$ cat config.mk
export PLATFORM = sky130hd
export DESIGN_NAME = board_run_ctrl
export DESIGN_NICKNAME = d
export VERILOG_FILES = /design/src/rtl/board_run_ctrl.sv
export SDC_FILE = /design/constraint.sdc
export NUM_CORES = 1
export LEC_CHECK = 0
export CORE_MARGIN = 3
export CORE_UTILIZATION = 39
export DETAILED_ROUTE_END_ITERATION = 10
export HOLD_SLACK_MARGIN = 0.03
export PLACE_DENSITY = 0.74
export SETUP_SLACK_MARGIN = 0.4
export SLEW_MARGIN = 10
export SYNTH_ARGS = -nofsm -noshare
export SYNTH_HDL_FRONTEND = slang
export SYNTH_SLANG_ARGS = --single-unit
$ cat constraint.sdc
create_clock -name clk -period 2.3 [get_ports clk]
set_input_delay 0.46 -clock clk [delete_from_list [all_inputs] [get_ports clk]]
set_output_delay 0.46 -clock clk [all_outputs]
set_load 0.01 [all_outputs]
$ cat src/rtl/board_run_ctrl.sv
// board_run_ctrl: on-board run controller between switch/button/display I/O and a CPU core.
// Ports:
//   clk, rst_n        system clock, asynchronous active-low reset
//   sw, arg_id, yes   argument value, index and load button
//   ready             start button (ENTRY -> RUN)
//   step_mode, step   single-step select and step button
//   halt              core halt indication, sampled only on tick candidates
//   dbg_sel, dbg_bus  display select and packed debug words
//   args              packed argument registers
//   cpu_tick          one-clk core advance pulse
//   core_rst          active-high core reset (high in ENTRY)
//   working, done     RUN / DONE state flags
//   cycle_cnt         ticks issued since entering RUN (saturating)
//   disp_data         registered word for the 7-segment driver
module board_run_ctrl #(
    parameter int NUM_ARGS = 2,
    parameter int ARG_W    = 32,
    parameter int SW_W     = 8,
    parameter int NUM_DBG  = 5,
    parameter int DIV      = 10000,
    parameter int IDW      = 1,
    parameter int SELW     = 3
) (
    input  logic                      clk,
    input  logic                      rst_n,
    input  logic [SW_W-1:0]           sw,
    input  logic [IDW-1:0]            arg_id,
    input  logic                      yes,
    input  logic                      ready,
    input  logic                      step_mode,
    input  logic                      step,
    input  logic                      halt,
    input  logic [SELW-1:0]           dbg_sel,
    input  logic [NUM_DBG*ARG_W-1:0]  dbg_bus,
    output logic [NUM_ARGS*ARG_W-1:0] args,
    output logic                      cpu_tick,
    output logic                      core_rst,
    output logic                      working,
    output logic                      done,
    output logic [31:0]               cycle_cnt,
    output logic [ARG_W-1:0]          disp_data
);
    localparam logic [1:0] ENTRY = 2'd0;
    localparam logic [1:0] RUN   = 2'd1;
    localparam logic [1:0] DONE  = 2'd2;

    logic [1:0]       state;
    logic [3:0]       yes_sh, ready_sh, step_sh;
    logic [1:0]       mode_sh;
    logic [31:0]      div_cnt;
    logic             yes_p, ready_p, step_p, cand;
    logic [ARG_W-1:0] disp_next;

    // bits [1:0] synchronise, bit 2 is the extra stage that sets the pulse latency, bit 3 is the edge reference
    assign yes_p    = yes_sh[2] & ~yes_sh[3];
    assign ready_p  = ready_sh[2] & ~ready_sh[3];
    assign step_p   = step_sh[2] & ~step_sh[3];
    assign cand     = mode_sh[1] ? step_p : (div_cnt == 32'(DIV - 1));
    assign core_rst = state == ENTRY;
    assign working  = state == RUN;
    assign done     = state == DONE;
    assign cpu_tick = working & cand & ~halt;

    always_comb begin
        disp_next = '0;
        if (state == ENTRY) begin
            for (int i = 0; i < NUM_ARGS; i++)
                if (arg_id == IDW'(i)) disp_next = args[i*ARG_W +: ARG_W];
        end else begin
            for (int i = 0; i < NUM_DBG; i++)
                if (dbg_sel == SELW'(i)) disp_next = dbg_bus[i*ARG_W +: ARG_W];
            if (dbg_sel == SELW'(NUM_DBG)) disp_next = ARG_W'(cycle_cnt);
        end
    end

    always_ff @(posedge clk or negedge rst_n) begin
        if (!rst_n) begin
            state     <= ENTRY;
            args      <= '0;
            cycle_cnt <= '0;
            div_cnt   <= '0;
            yes_sh    <= '0;
            ready_sh  <= '0;
            step_sh   <= '0;
            mode_sh   <= '0;
            disp_data <= '0;
        end else begin
            yes_sh    <= {yes_sh[2:0], yes};
            ready_sh  <= {ready_sh[2:0], ready};
            step_sh   <= {step_sh[2:0], step};
            mode_sh   <= {mode_sh[0], step_mode};
            disp_data <= disp_next;
            case (state)
                ENTRY: begin
                    if (yes_p)
                        for (int i = 0; i < NUM_ARGS; i++)
                            if (arg_id == IDW'(i)) args[i*ARG_W +: ARG_W] <= ARG_W'(sw);
                    if (ready_p) begin
                        state     <= RUN;
                        cycle_cnt <= '0;
                        div_cnt   <= '0;
                    end
                end
                RUN: begin
                    // step mode pins the divider at 0, so a mode switch always restarts the count
                    div_cnt <= (mode_sh[1] || div_cnt == 32'(DIV - 1)) ? '0 : div_cnt + 32'd1;
                    if (cand) begin
                        if (halt) state <= DONE;
                        else if (cycle_cnt != '1) cycle_cnt <= cycle_cnt + 32'd1;
                    end
                end
                DONE: if (yes_p) state <= ENTRY;
                default: state <= ENTRY;
            endcase
        end
    end
endmodule
==> results.toml <==
# generated from flow reports
[outcome]
status = "complete, but fails checks"
violations = "setup timing"

[detailed_routing]
first_pass_iters = 5
vias = 7993
drtIter0Drc = 668
wire_per_inst_um = 20.0

[cts]
clock_path_buffers = 2
clk_pin_slew_worst_paths_ns = 0.06
cts_tree = "done"
cts_resized = 76

[layout]
num-nets-final = 1332
n_fill_cell = 1431
fin_util_pct = 66.0

[placement]
pre_cts_ws_ns = -0.383

[logic_synthesis]
yosysTopAreaCell = "dfrtp_1"
ys.warnings.count = 0
flop_cell = "dfrtp_1"
synth.most_common_cell = "dfrtp_1"
async_flop_share_pct = 100
ys_area_sq_um = 7350
yosysSeqAreaShare_pct = 43.6

[floorplan]
die_x_um = 143
dieArea_sq_um = 20500
die_h_um = 143
fp_util_pct = 40.3

[setup_path]
cp_slowest_cell = "dfrtp_1"
crit_buf_inv = 2
critPathKind = "register to register"
cp_top_family = "simple AND/OR/NAND/NOR gates"
worst_setup_path_start_kind = "register"

[global_routing]
grt_first_pass_wirelength_um = 40600
first_global_vias = 7511
grt_max_degree = 59

[sta]
setup_violations = 31
fin_tns_setup_ns = -5.17
rsz0062_at_grt = "yes"
post-route-min-period_ns = 2.60
fin_ws_ns = -0.303
worst-slew-pin-transition_ns = 0.617

[power_and_ir_drop]
power_density_nw_per_um2 = 771
==> sequential cells by signal (all words and copies together) (netlist names) <==
signal and count:
yes_sh 4, mode_sh 2, disp_data 32, step_sh 4, args 16, ready_sh 4
state 2, div_cnt 32, cycle_cnt 32
==> final timing paths <==
path,from,end,slack (ns),cells after the start
worst min-delay path,yes_sh[1],yes_sh[2],0.35,0
max in group asynchronous,rst_n,disp_data[25],1.12,3
worst max register to register,div_cnt[12],cycle_cnt[26],-0.30,8
worst min register to register,yes_sh[1],yes_sh[2],0.35,0
min in group asynchronous,rst_n,div_cnt[4],0.49,2
worst max-delay path,div_cnt[12],cycle_cnt[26],-0.30,8
==> cells by family (layout without fill, tap and decap cells) <==
group                    count (synthesis)  in the layout  synth area share (%)
AND-OR/OR-AND                          258            260                  22.6
adder cells (fa/ha/maj)                  2              2                 0.340
buffers and inverters                  113            438                  8.23
flip-flops                             128            128                  43.6
multiplexers                            39             39                  6.33
other                                    1             49                0.0510
AND/OR/NAND/NOR                        248            248                  18.9
==> layer usage <==
| layer | track usage, % | wire [um] | up-vias |
|---|---|---|---|
| met1 | 32.8 | 10900 | 3837 |
| li1 | - | - | 3667 |
| met2 | 40.8 | 13700 | 433 |
| met3 | 5.96 | 2420 | 56 |
| met4 | 10.2 | 782 | 0 |
| met5 | 0 | 0 | - |
==> report_power, final <==
group / leakage [nW] / switching, mW / internal (mW)
clock network: 0.283 / 1.03 / 1.70
registers: 1.67 / 0.213 / 2.64
logic: 3.14 / 1.86 / 1.84
total: 5.09 / 3.11 / 6.18
==> area by class of cell <==
cell class,count,share of cell area [%]
Antenna cell,1,0.0208
Clock buffer,18,3.56
Clock inverter,13,1.35
Inverter,8,0.291
Multi-Input combinational cell,597,34.0
Sequential cell,128,26.7
Tap cell,229,2.38
Timing Repair Buffer,399,31.7
**Wiring by layer**

Two of the layers only.
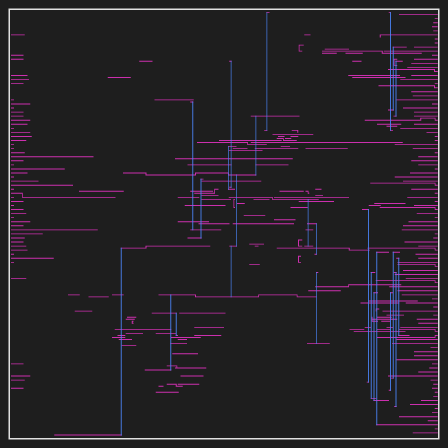
| layer | color | wire length |
|---|---|---|
| metal 4 | blue | 782 um |
| metal 3 | magenta | 2420 um |

**Metal 4**

Scale bar: 50 um. Cells faint in the background.
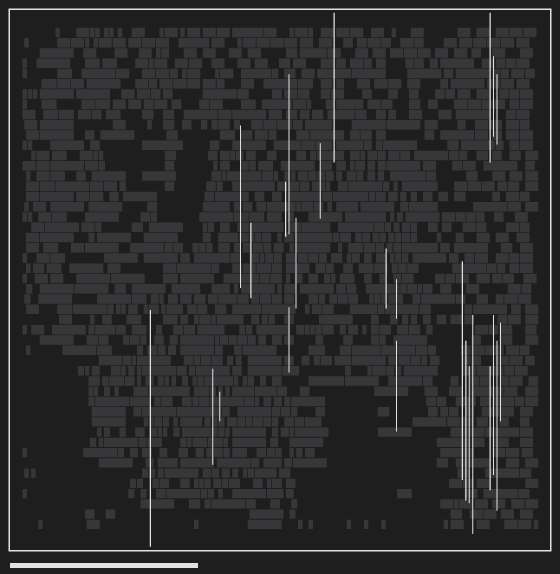
nets with wire on the layer: 21
longest straight run: 62.6 um

**Met2 routing**

Cells faint in the background.
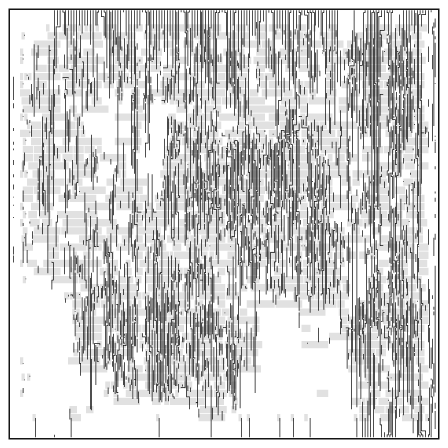
wire length on this layer: 13700 um
main direction: vertical

Power figures rest on the tool's default switching activity, not on a simulated workload.
